## src/rtl/fetch_unit.sv

```systemverilog
// fetch_unit: instruction fetch front end.
//   Owns the PC and issues word requests to instruction memory. A credit rule
//   (buffered + in-flight < DEPTH) keeps at most DEPTH words in play, so every
//   response always has a FIFO slot. Returned words are paired with their
//   request PC and delivered in order to decode. A redirect reloads the PC,
//   flushes the FIFO and marks all in-flight requests stale. If any are stale,
//   the unit sits in DRAIN until they have returned.
// Ports:
//   clk, rst_n                         clock, synchronous active-low reset
//   imem_req_valid/ready/addr          word fetch request (addr = pc)
//   imem_rsp_valid/data                in-order response, no backpressure
//   redir_valid/redir_pc               taken jump/branch redirect
//   inst_valid/ready, inst, inst_pc    FIFO head to decode
module fetch_unit #(
    parameter int                ADDR_W   = 32,
    parameter logic [ADDR_W-1:0] RESET_PC = '0,
    parameter int                DEPTH    = 2
) (
    input  logic              clk,
    input  logic              rst_n,
    output logic              imem_req_valid,
    input  logic              imem_req_ready,
    output logic [ADDR_W-1:0] imem_req_addr,
    input  logic              imem_rsp_valid,
    input  logic [31:0]       imem_rsp_data,
    input  logic              redir_valid,
    input  logic [ADDR_W-1:0] redir_pc,
    output logic              inst_valid,
    input  logic              inst_ready,
    output logic [31:0]       inst,
    output logic [ADDR_W-1:0] inst_pc
);
    localparam int CW = $clog2(DEPTH + 1);
    localparam int PW = (DEPTH > 1) ? $clog2(DEPTH) : 1;

    typedef enum logic {FETCH, DRAIN} state_t;

    state_t            state, state_n;
    logic [ADDR_W-1:0] pc, pc_n;
    logic [CW-1:0]     count, count_n, outstanding, out_n, stale, stale_n;
    logic              req_valid_n;

    // Instruction FIFO and the in-order request-address queue.
    logic [31:0]       fifo_inst [DEPTH];
    logic [ADDR_W-1:0] fifo_pc   [DEPTH];
    logic [PW-1:0]     rd_ptr, wr_ptr;
    logic [ADDR_W-1:0] aq_pc     [DEPTH];
    logic [PW-1:0]     aq_rd, aq_wr;

    logic accept, pop, push, rsp;

    function automatic logic [PW-1:0] ptr_inc(input logic [PW-1:0] p);
        return (p == PW'(DEPTH - 1)) ? '0 : p + PW'(1);
    endfunction

    assign accept        = imem_req_valid & imem_req_ready;
    assign pop           = inst_valid & inst_ready;
    assign rsp           = imem_rsp_valid;
    assign push          = (state == FETCH) & rsp & ~redir_valid;
    assign imem_req_addr = pc;
    assign inst_valid    = (count != '0);
    assign inst          = fifo_inst[rd_ptr];
    assign inst_pc       = fifo_pc[rd_ptr];

    always_comb begin
        state_n = state;
        pc_n    = pc;
        stale_n = stale;
        count_n = count + CW'(push) - CW'(pop);
        out_n   = outstanding + CW'(accept) - CW'(rsp);
        if (redir_valid) begin
            // A same-cycle accept is already in out_n and becomes stale.
            pc_n    = {redir_pc[ADDR_W-1:2], 2'b00};
            count_n = '0;
            stale_n = out_n;
            // With nothing left to drain, DRAIN would never exit; go FETCH.
            state_n = (out_n != '0) ? DRAIN : FETCH;
        end else begin
            if (accept) pc_n = pc + ADDR_W'(4);
            if (state == DRAIN && rsp) begin
                stale_n = stale - CW'(1);
                if (stale == CW'(1)) state_n = FETCH;
            end
        end
        // Registered copy of the credit rule, evaluated on next-state values.
        req_valid_n = (state_n == FETCH) &&
                      (({1'b0, count_n} + {1'b0, out_n}) < (CW + 1)'(DEPTH));
    end

    always_ff @(posedge clk) begin
        if (!rst_n) begin
            state          <= FETCH;
            pc             <= RESET_PC;
            count          <= '0;
            outstanding    <= '0;
            stale          <= '0;
            imem_req_valid <= 1'b0;
            rd_ptr         <= '0;
            wr_ptr         <= '0;
            aq_rd          <= '0;
            aq_wr          <= '0;
            for (int i = 0; i < DEPTH; i++) begin
                fifo_inst[i] <= '0;
                fifo_pc[i]   <= '0;
                aq_pc[i]     <= '0;
            end
        end else begin
            state          <= state_n;
            pc             <= pc_n;
            count          <= count_n;
            outstanding    <= out_n;
            stale          <= stale_n;
            imem_req_valid <= req_valid_n;
            // The address queue tracks every request, stale or not.
            if (accept) begin
                aq_pc[aq_wr] <= pc;
                aq_wr        <= ptr_inc(aq_wr);
            end
            if (rsp) aq_rd <= ptr_inc(aq_rd);
            if (redir_valid) begin
                rd_ptr <= '0;
                wr_ptr <= '0;
            end else begin
                if (push) begin
                    fifo_inst[wr_ptr] <= imem_rsp_data;
                    fifo_pc[wr_ptr]   <= aq_pc[aq_rd];
                    wr_ptr            <= ptr_inc(wr_ptr);
                end
                if (pop) rd_ptr <= ptr_inc(rd_ptr);
            end
        end
    end

    no_overflow: assert property (@(posedge clk) disable iff (!rst_n)
        !(push && !pop && count == CW'(DEPTH)));

endmodule
```

## config.mk

```make
export PLATFORM = sky130hd
export DESIGN_NAME = fetch_unit
export DESIGN_NICKNAME = d
export VERILOG_FILES = /design/src/rtl/fetch_unit.sv
export SDC_FILE = /design/constraint.sdc
export NUM_CORES = 1
export LEC_CHECK = 0
export CAP_MARGIN = 25
export CORE_ASPECT_RATIO = 0.75
export CORE_MARGIN = 2
export CORE_UTILIZATION = 60
export CTS_BUF_LIST = sky130_fd_sc_hd__clkbuf_4 sky130_fd_sc_hd__clkbuf_8
export DETAILED_ROUTE_END_ITERATION = 12
export GPL_TIMING_DRIVEN = 0
export PLACE_DENSITY = 0.86
export SETUP_SLACK_MARGIN = 0.4
export SLEW_MARGIN = 10
export SYNTH_ARGS = -nofsm -noshare
export SYNTH_HDL_FRONTEND = slang
export SYNTH_SLANG_ARGS = --single-unit
```

## constraint.sdc

```tcl
create_clock -name clk -period 10 [get_ports clk]
set_input_delay 2 -clock clk [delete_from_list [all_inputs] [get_ports clk]]
set_output_delay 2 -clock clk [all_outputs]
set_load 0.03 [all_outputs]
```

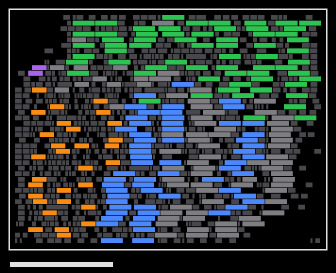
*Where the registers sit*
The bar under the picture is 50 um long. Other sequential cells in the stronger grey, the rest of the logic in the fainter grey.
Key: stale = purple [sequential cells 2]; fifo_inst = green [sequential cells 64]; imem_req_addr = orange [sequential cells 30]; aq_pc = blue [sequential cells 60]
Another 72 sequential cells are not coloured.

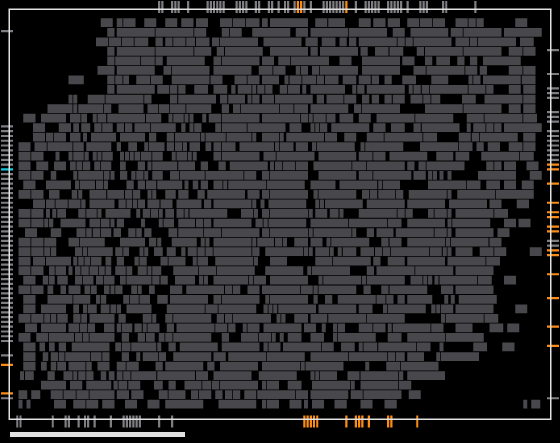
*Pin map*
The bar under the picture is 50 um long. Pins as bars across the die edge, other pins in grey.
Key: inst_pc = orange [pins 32, direction output, edge 14 right, 13 bottom, 3 top, 2 left]; imem_req_valid = cyan [pins 1, direction output, edge left]
All pins by edge: 54 top, 51 left, 32 right, 31 bottom.
I/O Buffers: 161
die y size: 116.5 um
die width: 154.0 um

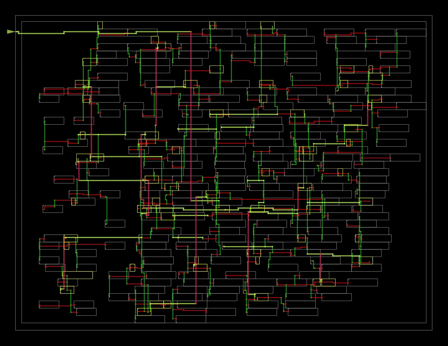
*Clock wiring as the flow saved it*
CTS Buf Count: 36
clock sink count: 228
CLK BUF: 46
Worst Skew: 29.82 ps
flop count: 228

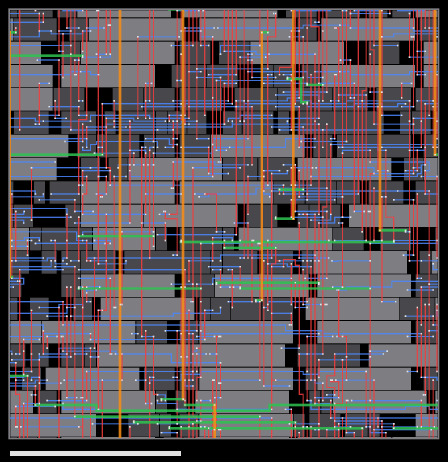
*Zoomed window*
The bar under the picture is 20 um long. Region (52, 57) to (102, 107) um. Cells in grey, sequential cells in the stronger grey; small squares are vias.
Key: met2 = red; met1 = blue; met3 = green; met4 = orange
157 logic cells have their middle in the window. Netlist names of flops here include fifo_inst (15), aq_pc (12), fifo_pc (9). Most frequent: edfxtp_1 (36), and2_1 (31), clkdlybuf4s50_1 (19). Sequential cells in the window: 39.

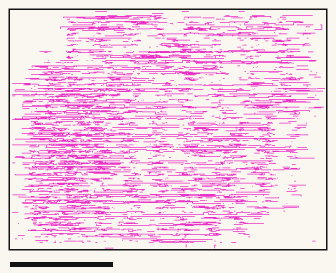
*The metal 1 layer*
The bar under the picture is 50 um long.
The wires run mostly horizontal. The longest straight run is 36.3 um.
vias: 7202
met1 usage: 38.00%
Total Wirelength: 24150 um

==> results.txt <==
run metrics: Max Slew Vio Count 0, yosys cell count 798, Crit path required time 10410 ps, R2R Setup Slk 6670 ps, post-cts resize count 0, Log Warnings 29, fillers 992, worst slew pin tran 958.4 ps, DIE AREA 17940 um2, Flops after synth 228, Mapped Area 10130 um2, post-CTS setup buffers 0, CP Class input pin to flip-flop, first-pass GRT wire length 36830 um, total power draw 2.223 mW, status finished, final reports clean, Final setup viols 0, via count of the first global-routing pass 7017, slowest CP cell clkbuf_1, Async S/R FF share, synth 0%, Root Driver clkbuf_8, CP Capture Type flip-flop, VDD IR max 0.1008 mV, yosys synthesis chip area 10130 um2, I/O pins 168, Final TNS setup 0 ps, Inst Count DP 1181, antenna viol nets, final 0, clk_lat worst skew 530 ps, Cell Rows 41, clock group share of total power 34.9%, EDFF count, synth 184, DP HPWL 16290 um, combinational fraction of design power 14.4%, most common logic cell in the routed design edfxtp_1, Residual DRC 0, nets 1081, CTS clk-pin slew, worst paths 60 ps, cts hold-fix bufs 0, post-synthesis cell count 798, Sw Ratio 26.58%, Leak 4.669 nW, Clock Tree Buf Depth 3, min Tclk post-route 4960 ps, final hold vios 0, Final period util 49.60%, Cell Chain, Critical Path clkdlybuf4s50_1, and2_1, buf_2, inv_1, clkbuf_1, ha_1, inv_1, ha_1, xnor2_1, xnor2_1, fa_1, nor4b_1, initial antenna violation count 0, Worst path max stage delay 510 ps, cell type with the largest total area edfxtp_1, synth top area cells edfxtp_1 55%, dfxtp_1 8.7%, and2_1 7.7%, DR pass1 iterations 5, FP Core Util 60.74%, count leader, synth edfxtp_1, core box area 16670 um2, Synth Flop Type edfxtp_1, max cap viols 0, Synth top cells by count 184 x edfxtp_1, 125 x and2_1, 89 x nor2_1, 62 x mux2_2, 44 x dfxtp_1, Max Freq 201.6 MHz, Initial DRC Count 683, Avg Inst Size Synth 12.69 um2, Non-Filler Instances 1246, vias per inst 5.780, RSZ-0062 raised after global routing false, CTS tree built, Hold Path Class flip-flop to flip-flop, CP Launch Type input pin, Rel. slew slack 35.52%, pwr/cell area 173.1 nW/um2, Top cell area share 54.56%, most frequent logic cells in the routed design 184 x edfxtp_1, 161 x clkdlybuf4s50_1, 125 x and2_1, H-Tree Depth 2, Reg power frac 50.7%, Distinct lib cells used 50, Synth Seq Share 63.26%, number of diodes 0, synth-to-layout area growth 26.82%, largest net degree at the start of global routing 53, Internal Power 1.632 mW, Syn. warnings 0, layout cells sized above 1 14.06%, crit-path max FO 10, switching power 0.5910 mW, Routed wire per std cell 19.38 um, Total GRT Usage 26.66%, Congestion Overflow GR 0, gpl congestion 0.8918, Crit path arrival time 5370 ps
## metrics by stage
stage / utilization (%) / hold slack, ps / cell area, um2 / setup WS (ps)
global placement: 72.09 / 482.1 / 12020 / -402.6
global route: 77.04 / 532.6 / 12840 / 4829
CTS: 77.04 / 514.6 / 12840 / 5081
floorplan: - / 458.6 / 10140 / 2664
detailed placement: 72.90 / 506.1 / 12150 / 4581
finish: 77.04 / 510.0 / 12840 / 5040
## final timing paths
path                                                 from                        end  depth (start not counted)
worst max-delay path                       imem_req_ready  imem_req_valid$_SDFF_PN0_                         12
worst min-delay path                stale[1]$_SDFFE_PN0P_      stale[1]$_SDFFE_PN0P_                          2
worst min register to register      stale[1]$_SDFFE_PN0P_      stale[1]$_SDFFE_PN0P_                          2
worst max register to register  imem_req_valid$_SDFF_PN0_  imem_req_valid$_SDFF_PN0_                         11
## worst max-delay path: cells and delay by family
family / cells / cell delay, ps
simple gates: 2 / 470
xor+xnor: 2 / 440
buf+inv: 5 / 1470
fa+ha+maj: 3 / 980
## power by group through the flow
| stage | clock [mW] | combinational, mW | sequential (mW) |
|---|---|---|---|
| floorplan | 0 | 0.167 | 1.15 |
| global placement | 0 | 0.303 | 1.15 |
| detailed placement | 0 | 0.318 | 1.14 |
| CTS | 0.775 | 0.321 | 1.13 |
| global route | 0.813 | 0.342 | 1.13 |
| finish | 0.776 | 0.321 | 1.13 |
## state kept, by name, indices dropped and copies added (netlist names), named ones only
signal / count
fifo_inst: 64
aq_rd: 1
rd_ptr: 1
imem_req_valid: 1
imem_req_addr: 30
aq_pc: 60
count: 2
outstanding: 2
aq_wr: 1
stale: 2
fifo_pc: 60
state: 1
wr_ptr: 1
## cell type report
cell class / instances / area [um2] / share of cell area [%]
flip-flops and latches: 228 / 6406 / 49.88
inverters: 9 / 33.78 / 0.2630
plain buffers: 53 / 224.0 / 1.744
clock inverters: 19 / 112.6 / 0.8768
well taps: 215 / 269.0 / 2.094
repair buffers: 165 / 1714 / 13.35
clock buffers: 46 / 576.8 / 4.491
multi-input cells: 511 / 3507 / 27.31
## metal layers
layer / routed length (um) / GRT usage, %
met1: 10140 / 38.00
met2: 11110 / 41.61
met3: 2256 / 5.046
met4: 639 / 9.969
met5: 0 / 0
## cell families after synthesis
kind of cell	Yosys count	synth area share [%]
buffers and inverters	62	2.545
adders and majority gates	7	0.9390
xor gates and xnor gates	20	1.730
and+or+nand+nor	318	17.40
DFF	228	63.26
muxes	93	9.958
AOI/OAI and AO/OA	69	4.139
other	1	0.03703
Power is estimated from default activity; no workload was simulated.
